**config.mk**
```make
export PLATFORM = sky130hd
export DESIGN_NAME = ocl_axil_reg_bridge
export DESIGN_NICKNAME = d
export VERILOG_FILES = /design/src/rtl/ocl_axil_reg_bridge.sv
export SDC_FILE = /design/constraint.sdc
export NUM_CORES = 1
export LEC_CHECK = 0
export CAP_MARGIN = 20
export CELL_PAD_IN_SITES_DETAIL_PLACEMENT = 0
export CELL_PAD_IN_SITES_GLOBAL_PLACEMENT = 1
export CORE_ASPECT_RATIO = 1.5
export CORE_MARGIN = 2
export CORE_UTILIZATION = 31
export DETAILED_ROUTE_END_ITERATION = 8
export GPL_TIMING_DRIVEN = 0
export PLACE_DENSITY_LB_ADDON = 0.1
export SYNTH_ARGS = -nofsm -noshare
export SYNTH_HDL_FRONTEND = slang
export SYNTH_SLANG_ARGS = --single-unit
export TNS_END_PERCENT = 50
```
**constraint.sdc**
```tcl
create_clock -name clk -period 7 [get_ports clk]
set_input_delay 1.4 -clock clk [delete_from_list [all_inputs] [get_ports clk]]
set_output_delay 1.4 -clock clk [all_outputs]
set_load 0.02 [all_outputs]
```
**src/rtl/ocl_axil_reg_bridge.sv**
```systemverilog
// AXI4-Lite slave bridge from the OCL BAR0 register slice to the Ising machine register file.
// Independent write and read FSMs; a read the backend never answers returns SLVERR.
module ocl_axil_reg_bridge #(
    parameter int ADDR_W     = 32,
    parameter int DATA_W     = 32,
    parameter int RD_TIMEOUT = 256
) (
    input  logic                clk,
    input  logic                rst,

    input  logic                s_awvalid,
    input  logic [ADDR_W-1:0]   s_awaddr,
    output logic                s_awready,

    input  logic                s_wvalid,
    input  logic [DATA_W-1:0]   s_wdata,
    input  logic [DATA_W/8-1:0] s_wstrb,
    output logic                s_wready,

    output logic                s_bvalid,
    output logic [1:0]          s_bresp,
    input  logic                s_bready,

    input  logic                s_arvalid,
    input  logic [ADDR_W-1:0]   s_araddr,
    output logic                s_arready,

    output logic                s_rvalid,
    output logic [DATA_W-1:0]   s_rdata,
    output logic [1:0]          s_rresp,
    input  logic                s_rready,

    output logic                reg_wr_en,
    output logic [ADDR_W-1:0]   reg_wr_addr,
    output logic [DATA_W-1:0]   reg_wr_data,
    output logic [DATA_W/8-1:0] reg_wr_strb,

    output logic                reg_rd_en,
    output logic [ADDR_W-1:0]   reg_rd_addr,
    input  logic                reg_rd_valid,
    input  logic [DATA_W-1:0]   reg_rd_data
);

    localparam int CNT_W = (RD_TIMEOUT > 2) ? $clog2(RD_TIMEOUT) : 1;
    localparam logic [CNT_W-1:0]  CNT_LAST     = CNT_W'(RD_TIMEOUT - 1);
    localparam logic [DATA_W-1:0] TIMEOUT_DATA = DATA_W'(32'hDEAD_BEEF);

    typedef enum logic [1:0] {
        W_IDLE,
        W_ISSUE,
        W_RESP
    } wr_state_t;

    typedef enum logic [1:0] {
        R_IDLE,
        R_WAIT,
        R_RESP
    } rd_state_t;

    wr_state_t        wr_state;
    rd_state_t        rd_state;
    logic             aw_held;
    logic             w_held;
    logic             aw_take;
    logic             w_take;
    logic [CNT_W-1:0] rd_cnt;

    // Readies come straight from flops so they never depend combinationally on a valid.
    assign s_awready = (wr_state == W_IDLE) && !aw_held;
    assign s_wready  = (wr_state == W_IDLE) && !w_held;
    assign s_arready = (rd_state == R_IDLE);
    assign aw_take   = s_awvalid && s_awready;
    assign w_take    = s_wvalid && s_wready;
    assign s_bresp   = 2'b00;

    always_ff @(posedge clk or posedge rst) begin
        if (rst) begin
            wr_state    <= W_IDLE;
            aw_held     <= 1'b0;
            w_held      <= 1'b0;
            reg_wr_en   <= 1'b0;
            reg_wr_addr <= '0;
            reg_wr_data <= '0;
            reg_wr_strb <= '0;
            s_bvalid    <= 1'b0;
        end else begin
            reg_wr_en <= 1'b0;
            case (wr_state)
                W_IDLE: begin
                    if (aw_take) begin
                        aw_held     <= 1'b1;
                        reg_wr_addr <= s_awaddr;
                    end
                    if (w_take) begin
                        w_held      <= 1'b1;
                        reg_wr_data <= s_wdata;
                        reg_wr_strb <= s_wstrb;
                    end
                    if ((aw_held || aw_take) && (w_held || w_take)) begin
                        reg_wr_en <= 1'b1;
                        wr_state  <= W_ISSUE;
                    end
                end
                W_ISSUE: begin
                    s_bvalid <= 1'b1;
                    wr_state <= W_RESP;
                end
                W_RESP: begin
                    if (s_bready) begin
                        s_bvalid <= 1'b0;
                        aw_held  <= 1'b0;
                        w_held   <= 1'b0;
                        wr_state <= W_IDLE;
                    end
                end
                default: wr_state <= W_IDLE;
            endcase
        end
    end

    // Backend data landing in the same cycle as the timeout still wins over SLVERR.
    always_ff @(posedge clk or posedge rst) begin
        if (rst) begin
            rd_state    <= R_IDLE;
            reg_rd_en   <= 1'b0;
            reg_rd_addr <= '0;
            rd_cnt      <= '0;
            s_rvalid    <= 1'b0;
            s_rdata     <= '0;
            s_rresp     <= 2'b00;
        end else begin
            reg_rd_en <= 1'b0;
            case (rd_state)
                R_IDLE: begin
                    if (s_arvalid) begin
                        reg_rd_addr <= s_araddr;
                        reg_rd_en   <= 1'b1;
                        rd_cnt      <= '0;
                        rd_state    <= R_WAIT;
                    end
                end
                R_WAIT: begin
                    if (reg_rd_valid) begin
                        s_rdata  <= reg_rd_data;
                        s_rresp  <= 2'b00;
                        s_rvalid <= 1'b1;
                        rd_state <= R_RESP;
                    end else if (rd_cnt == CNT_LAST) begin
                        s_rdata  <= TIMEOUT_DATA;
                        s_rresp  <= 2'b10;
                        s_rvalid <= 1'b1;
                        rd_state <= R_RESP;
                    end else begin
                        rd_cnt <= rd_cnt + CNT_W'(1);
                    end
                end
                R_RESP: begin
                    if (s_rready) begin
                        s_rvalid <= 1'b0;
                        rd_state <= R_IDLE;
                    end
                end
                default: rd_state <= R_IDLE;
            endcase
        end
    end

endmodule
```
==> flow_summary.yaml, run 1 <==
# generated from flow reports
outcome:
  status: "finished clean"
floorplanning:
  dieWidth_microns: 116
  dieHeight_microns: 171
yosys:
  edf_count: 0
  aoi_share: 0.0782
  yosys_warnings: 0
  synth.avg_cell_area_sq_um: 15.2
  ys_chip_area_sq_um: 5790
  top_cells_by_count: "151 x dfrtp_1, 100 x mux2_2, 24 x o22a_1, 11 x nand2_1"
  ys.flop_type: "dfrtp_1"
  synth-async-reset-ratio: 1.00
  ys_sh_simple: 0.0372
power_and_ir_drop:
  largestPowerGroup: "combinational cells"
  switching_power_mw: 1.57
  p_comb_mw: 2.14
  ir_drop_v: 0.000251
  p_clk_frac: 0.209
worst_setup_path:
  path_delay_family: "buffers and inverters"
  worst-path-buf-inv: 2
  r2r_start: "rd_cnt[0]"
  crit_arrival_ns: 1.88
  endpoint_kind: "primary output"
  worstSetupEndpoint: "s_wready"
  reg2reg_depth: 6
  cp-startpoint: "wr_state[1]"
  reg2reg_setup_slack_ns: 5.05
layout:
  area_delta_synth_final_pct: 65.0
  regArea_sq_um: 3780
  lay_top_count: "clkdlybuf4s50_1"
  largest_cell_class: "sequential cells"
  comb_cells: 201
  finalInstanceArea_sq_um: 9560
  fill_cells: 1630
  comb_area_share: 0.192
  layout-drive-gt1-share: 0.225
  final-comb-area_sq_um: 1840
  diodes: 0
  buffer_area_frac: 0.311
route:
  via_per_inst: 4.48
  drtIter0Drc: 151
  wire_per_inst_microns: 16.6
min_path:
  holdPathEnd: "reg_wr_addr[3]"
  worstHoldPathCells: 1
cts:
  tritoncts: "yes"
  cts_max_level: 4
  cts_resized: 0
  cts-hold-fix-buffers: 0
place:
  gp_congestion: 0.763
  placed_cell_area_sq_um: 8940
  port_buffers: 279
global_route:
  gr-total-overflow: 0
  grt_use_total: 0.156
  grt_pass1_wl_mm: 23.5
  grt_start_max_net_pins: 89
timing:
  hold_viol: 0
  fin_ws_ns: 3.72
  tns_ns: 0
  timing.fmax_mhz: 305
  fin_skew_ns: 0.00982
  grt_setup_unrepaired: "no"
  worst_pin_slew_ns: 0.598
job:
  warning_count: 26
==> run 1: sequential cells by signal (all words and copies together), names as in the netlist <==
signal	flops
reg_rd_addr	32
rd_cnt	8
s_rvalid	1
s_bvalid	1
wr_state	2
reg_rd_en	1
aw_held	1
w_held	1
s_rdata	32
reg_wr_addr	32
reg_wr_strb	4
rd_state	2
s_rresp	1
reg_wr_data	32
reg_wr_en	1
==> run 1: routing by layer <==
metal	part of all wire	global-route usage	wire [microns]
met2	0.56	0.293	8730
met4	0.019	0.0576	305
met3	0.067	0.0451	1060
met1	0.36	0.160	5620
met5	0	0	0
Figure 1. Local utilization (run 1).
The die is cut into 12 by 17 equal tiles; black is low, pale yellow is high, 0 to 100% covered.
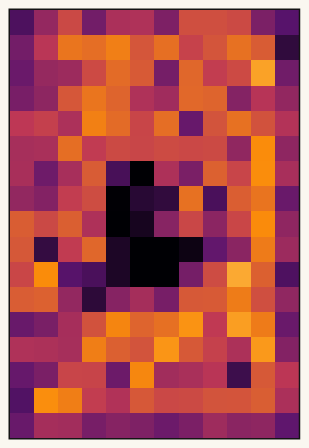
tiles over 75% full	4.4%
fullest tile	81%
mean over tiles	47%

Figure 2. Nets reached from selected ports (run 1).
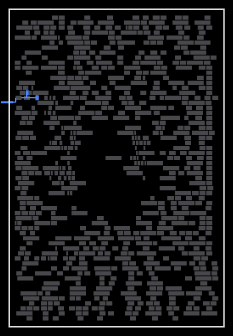
colour	port	bits	direction	end cells	wire
blue	s_rready	1	input	2	15.5 microns

Figure 3. Placed standard cells (run 1).
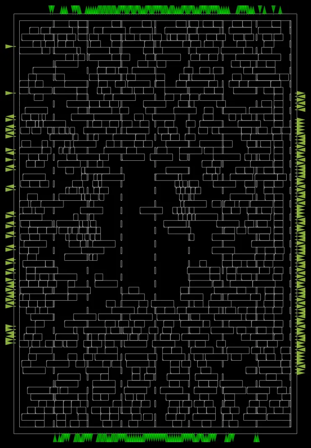
flop count: 151
Core Region: 18400 sq um
row cnt: 61
# Taps: 252
fin cells: 944

==> run 2: changes to the inputs <==
--- a/config.mk
+++ b/config.mk
@@ -10,7 +10,7 @@
 export CELL_PAD_IN_SITES_GLOBAL_PLACEMENT = 1
 export CORE_ASPECT_RATIO = 1.5
 export CORE_MARGIN = 2
-export CORE_UTILIZATION = 31
+export CORE_UTILIZATION = 28
 export DETAILED_ROUTE_END_ITERATION = 8
 export GPL_TIMING_DRIVEN = 0
 export PLACE_DENSITY_LB_ADDON = 0.1
==> constraint.sdc (replaced) <==
create_clock -name clk -period 2.75 [get_ports clk]
set_input_delay 0.55 -clock clk [delete_from_list [all_inputs] [get_ports clk]]
set_output_delay 0.55 -clock clk [all_outputs]
set_load 0.02 [all_outputs]
Figure 4. Placed standard cells (run 2).
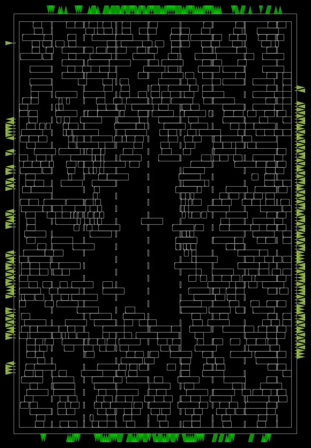
row cnt: 64
fin cells: 961
sequential share of cell area: 0.393
Layout fillers: 1879
Core Region: 20300 sq um

Figure 5. Signal wires on met3 (run 2).
Scale bar: 20 microns.
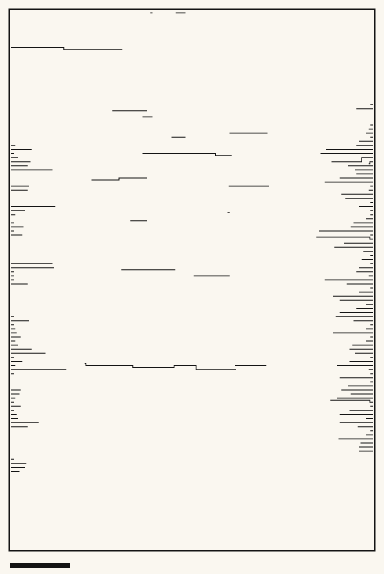
longest straight run	24.2 microns
wire length on this layer	956 microns

Figure 6. Nets reached from selected ports (run 2).
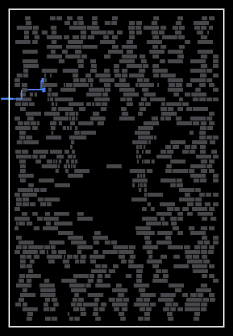
colour	port	bits	direction	end cells	wire
blue	s_rready	1	input	2	25.6 microns

==> run 2 against run 1 <==
  * Synthesized area is the same
  * Utilization shrank 4.6 points
  * Routed wire length shrank 0.69%
  * Sequential power grew to 2.6 times the previous value
  * Clock-buffer cell count grew 1
  * Hold slack lost 0.0035 ns
  * Clock power grew to 2.5 times the previous value
==> flow_summary.yaml, run 2 <==
# generated from flow reports
global_route:
  antenna_found_initial: 0
  gr-total-overflow: 0
  grt_use_total: 0.145
  grt_pass1_wl_mm: 24.3
  grt_start_max_net_pins: 41
timing:
  fin_ws_ns: 0.321
  timing.fmax_mhz: 412
  worst_pin_slew_ns: 0.522
  fin_skew_ns: 0.00943
  hold_viol: 0
  period_minus_slack_ns: 2.43
  grt_setup_unrepaired: "no"
  tns_ns: 0
place:
  gp_congestion: 0.749
  port_buffers: 279
  placed_cell_area_sq_um: 9010
layout:
  regArea_sq_um: 3780
  lay_top_count: "clkdlybuf4s50_1"
  diodes: 0
  ff_count: 151
  clockNetworkAreaShare: 0.0637
  layout-drive-gt1-share: 0.230
  finalInstanceArea_sq_um: 9630
  comb_area_share: 0.191
  final-comb-area_sq_um: 1840
  comb_cells: 201
  area_delta_synth_final_pct: 66.2
  buffer_area_frac: 0.315
  num-clock-buffers: 20
  largest_cell_class: "sequential cells"
route:
  drc_errors: 0
  wire_per_inst_microns: 16.2
  via_per_inst: 4.39
  drtIter0Drc: 143
  wirelength_mm: 15.6
worst_setup_path:
  reg2reg_setup_slack_ns: 0.80
  r2r_start: "rd_cnt[0]"
  worst-path-buf-inv: 2
  path_delay_family: "buffers and inverters"
  cp-startpoint: "wr_state[1]"
  reg2reg_depth: 6
  worstSetupEndpoint: "s_wready"
  endpoint_kind: "primary output"
  crit_arrival_ns: 1.88
power_and_ir_drop:
  ir_drop_v: 0.000617
min_path:
  holdPathEnd: "reg_wr_addr[3]"
  worstHoldPathCells: 1
  hp-start: "reg_wr_addr[3]"
yosys:
  ys_sh_simple: 0.0372
  synth-async-reset-ratio: 1.00
  top_cells_by_count: "151 x dfrtp_1, 100 x mux2_2, 24 x o22a_1, 11 x nand2_1"
  yosys_warnings: 0
  edf_count: 0
  ys_chip_area_sq_um: 5790
  aoi_share: 0.0782
  ys.flop_type: "dfrtp_1"
  ys_ff: 151
  yosysMostFrequentCell: "dfrtp_1"
  synth.avg_cell_area_sq_um: 15.2
job:
  warning_count: 26
cts:
  cts_buffers: 17
  cts-hold-fix-buffers: 0
  tritoncts: "yes"
  cts_max_level: 4
  cts_resized: 0
floorplanning:
  dieWidth_microns: 121
  fp_util: 0.285
  dieHeight_microns: 180
  taps: 264
outcome:
  status: "finished clean"
[run 2: cell types whose count changed in the layout (fill, tap and decap cells not counted), sizes merged]
cell / before / now
buf: 20 / 23
bufinv: 4 / 3
clkbuf: 22 / 23
clkinv: 4 / 2
clkinvlp: 1 / 4
inv: 10 / 11
[run 2: power breakdown]
group / internal (mW) / switching, mW
Clock: 1.47 / 0.957
Combinational: 2.92 / 2.51
Sequential: 3.29 / 0.564
Total: 7.68 / 4.03
[run 2: layer usage]
| layer | up-vias | GRT usage | wire (microns) |
|---|---|---|---|
| li1 | 1972 | - | - |
| met1 | 2081 | 0.146 | 5710 |
| met2 | 154 | 0.274 | 8690 |
| met3 | 15 | 0.0427 | 956 |
| met4 | 0 | 0.0547 | 257 |
| met5 | - | 0 | 0 |
==> run 3: changes to the inputs <==
--- a/config.mk
+++ b/config.mk
@@ -10,7 +10,7 @@
 export CELL_PAD_IN_SITES_GLOBAL_PLACEMENT = 1
 export CORE_ASPECT_RATIO = 1.5
 export CORE_MARGIN = 2
-export CORE_UTILIZATION = 28
+export CORE_UTILIZATION = 34
 export DETAILED_ROUTE_END_ITERATION = 8
 export GPL_TIMING_DRIVEN = 0
 export PLACE_DENSITY_LB_ADDON = 0.1
==> constraint.sdc (replaced) <==
create_clock -name clk -period 3.1 [get_ports clk]
set_input_delay 0.62 -clock clk [delete_from_list [all_inputs] [get_ports clk]]
set_output_delay 0.62 -clock clk [all_outputs]
set_load 0.02 [all_outputs]
Figure 7. Gate families picked out (run 3).
Scale bar: 20 microns.
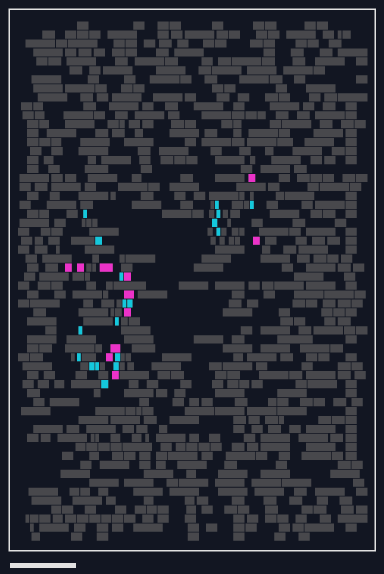
colour	family	cells
magenta	and/or cells	11
cyan	nand cells	18

Figure 8. Placed standard cells (run 3).
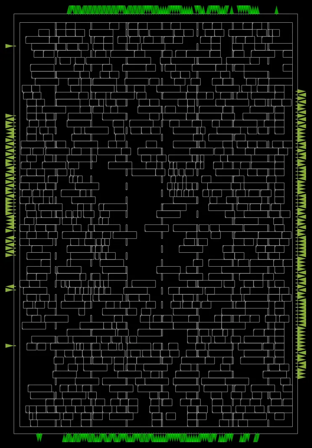
Core Region: 16800 sq um
fin cells: 906
# Taps: 210
sequential share of cell area: 0.398

Figure 9. Local utilization (run 3).
The die is cut into 11 by 16 equal tiles; black is low, pale yellow is high, 0 to 100% covered.
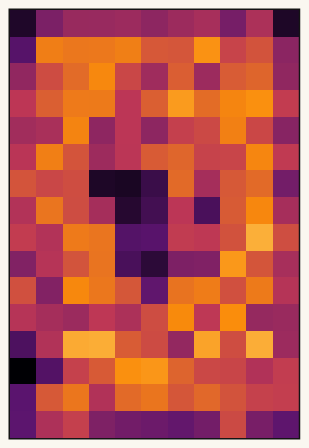
emptiest ninth of the die	centre
fullest tile	83%
tiles over 75% full	6.8%

==> run 3 against run 2 <==
  * Die size decreased by 17%
  * Power decreased by 13%
  * Flip-flop count unchanged
  * Utilization increased by 9.2 points
  * Design area decreased by 1.5%
  * Sequential share of layout area increased by 0.60 points
  * Hold slack about the same
  * First-iteration DRC count decreased by 27%
  * Critical path depth unchanged
  * Routed wire length increased by 0.20%
  * Combinational power decreased by 11%
  * Highest routed layer unchanged
==> flow_summary.yaml, run 3 <==
# generated from flow reports
global_route:
  busiest_layer: "met2"
  grt_start_max_net_pins: 43
  grt_use_total: 0.173
  grt_pass1_wl_mm: 24.4
  use_met1: 0.183
  use_met3: 0.0472
  grt_use_met2: 0.318
  gr-total-overflow: 0
power_and_ir_drop:
  largestPowerGroup: "combinational cells"
  seqPwrFrac: 0.335
  swShare: 0.350
  p_comb_mw: 4.84
cts:
  cts_buffers: 17
  cts_resized: 0
  tritoncts: "yes"
  cts-hold-fix-buffers: 0
layout:
  diodes: 0
  layout-drive-gt1-share: 0.230
  largest_cell_class: "sequential cells"
  comb_area_share: 0.194
  finalInstanceArea_sq_um: 9480
  area_delta_synth_final_pct: 63.7
  lay_top_count: "clkdlybuf4s50_1"
  regArea_sq_um: 3780
  ff_count: 151
  fill_cells: 1479
floorplanning:
  fp_util: 0.345
  dieHeight_microns: 164
  dieWidth_microns: 111
place:
  placed_cell_area_sq_um: 8920
  port_buffers: 279
  gp_congestion: 0.744
timing:
  timing.fmax_mhz: 409
  grt_setup_unrepaired: "no"
  tns_ns: 0
  fin_skew_ns: 0.00639
  fin_ws_ns: 0.653
  hold_viol: 0
  period_minus_slack_ns: 2.45
yosys:
  top_cells_by_count: "151 x dfrtp_1, 100 x mux2_2, 24 x o22a_1, 11 x nand2_1"
  yosysMostFrequentCell: "dfrtp_1"
  edf_count: 0
  yosys_warnings: 0
  synth-async-reset-ratio: 1.00
  synth.avg_cell_area_sq_um: 15.2
  ys_chip_area_sq_um: 5790
route:
  wire_per_inst_microns: 17.3
  wirelength_mm: 15.6
  drc_errors: 0
  via_per_inst: 4.72
  drtIter0Drc: 105
  dr_wl_met3_microns: 858
worst_setup_path:
  r2r_start: "rd_cnt[0]"
  path_delay_family: "buffers and inverters"
  endpoint_kind: "primary output"
  crit_arrival_ns: 1.83
  reg2reg_setup_slack_ns: 1.14
outcome:
  status: "finished clean"
min_path:
  worstHoldPathCells: 1
  holdPathEnd: "reg_wr_addr[3]"
job:
  warning_count: 26
run 3: cell counts after synthesis:
No cell type changed its count.
run 3: worst max path at each step:
stage | end | start | depth (start not counted)
3_5_place_dp | rd_cnt[1] | reg_rd_valid | 6
3_3_place_gp | reg_wr_data[14] | rst | 2
4_1_cts | s_wready | wr_state[1] | 3
6_report | s_wready | wr_state[1] | 3
2_1_floorplan | aw_held | rst | 1
5_1_grt | s_wready | wr_state[1] | 3
run 3: cells by family (layout without fill, tap and decap cells):
group / after synthesis / in the layout / synth area share
buf+inv: 30 / 344 / 0.0313
simple gates: 39 / 39 / 0.0372
fa+ha+maj: 1 / 1 / 0.00216
flops: 151 / 151 / 0.652
mux: 102 / 102 / 0.198
other cells: 1 / 3 / 0.000647
compound gates: 56 / 56 / 0.0782
No activity file was given, so power comes from the tool's default toggle rates.
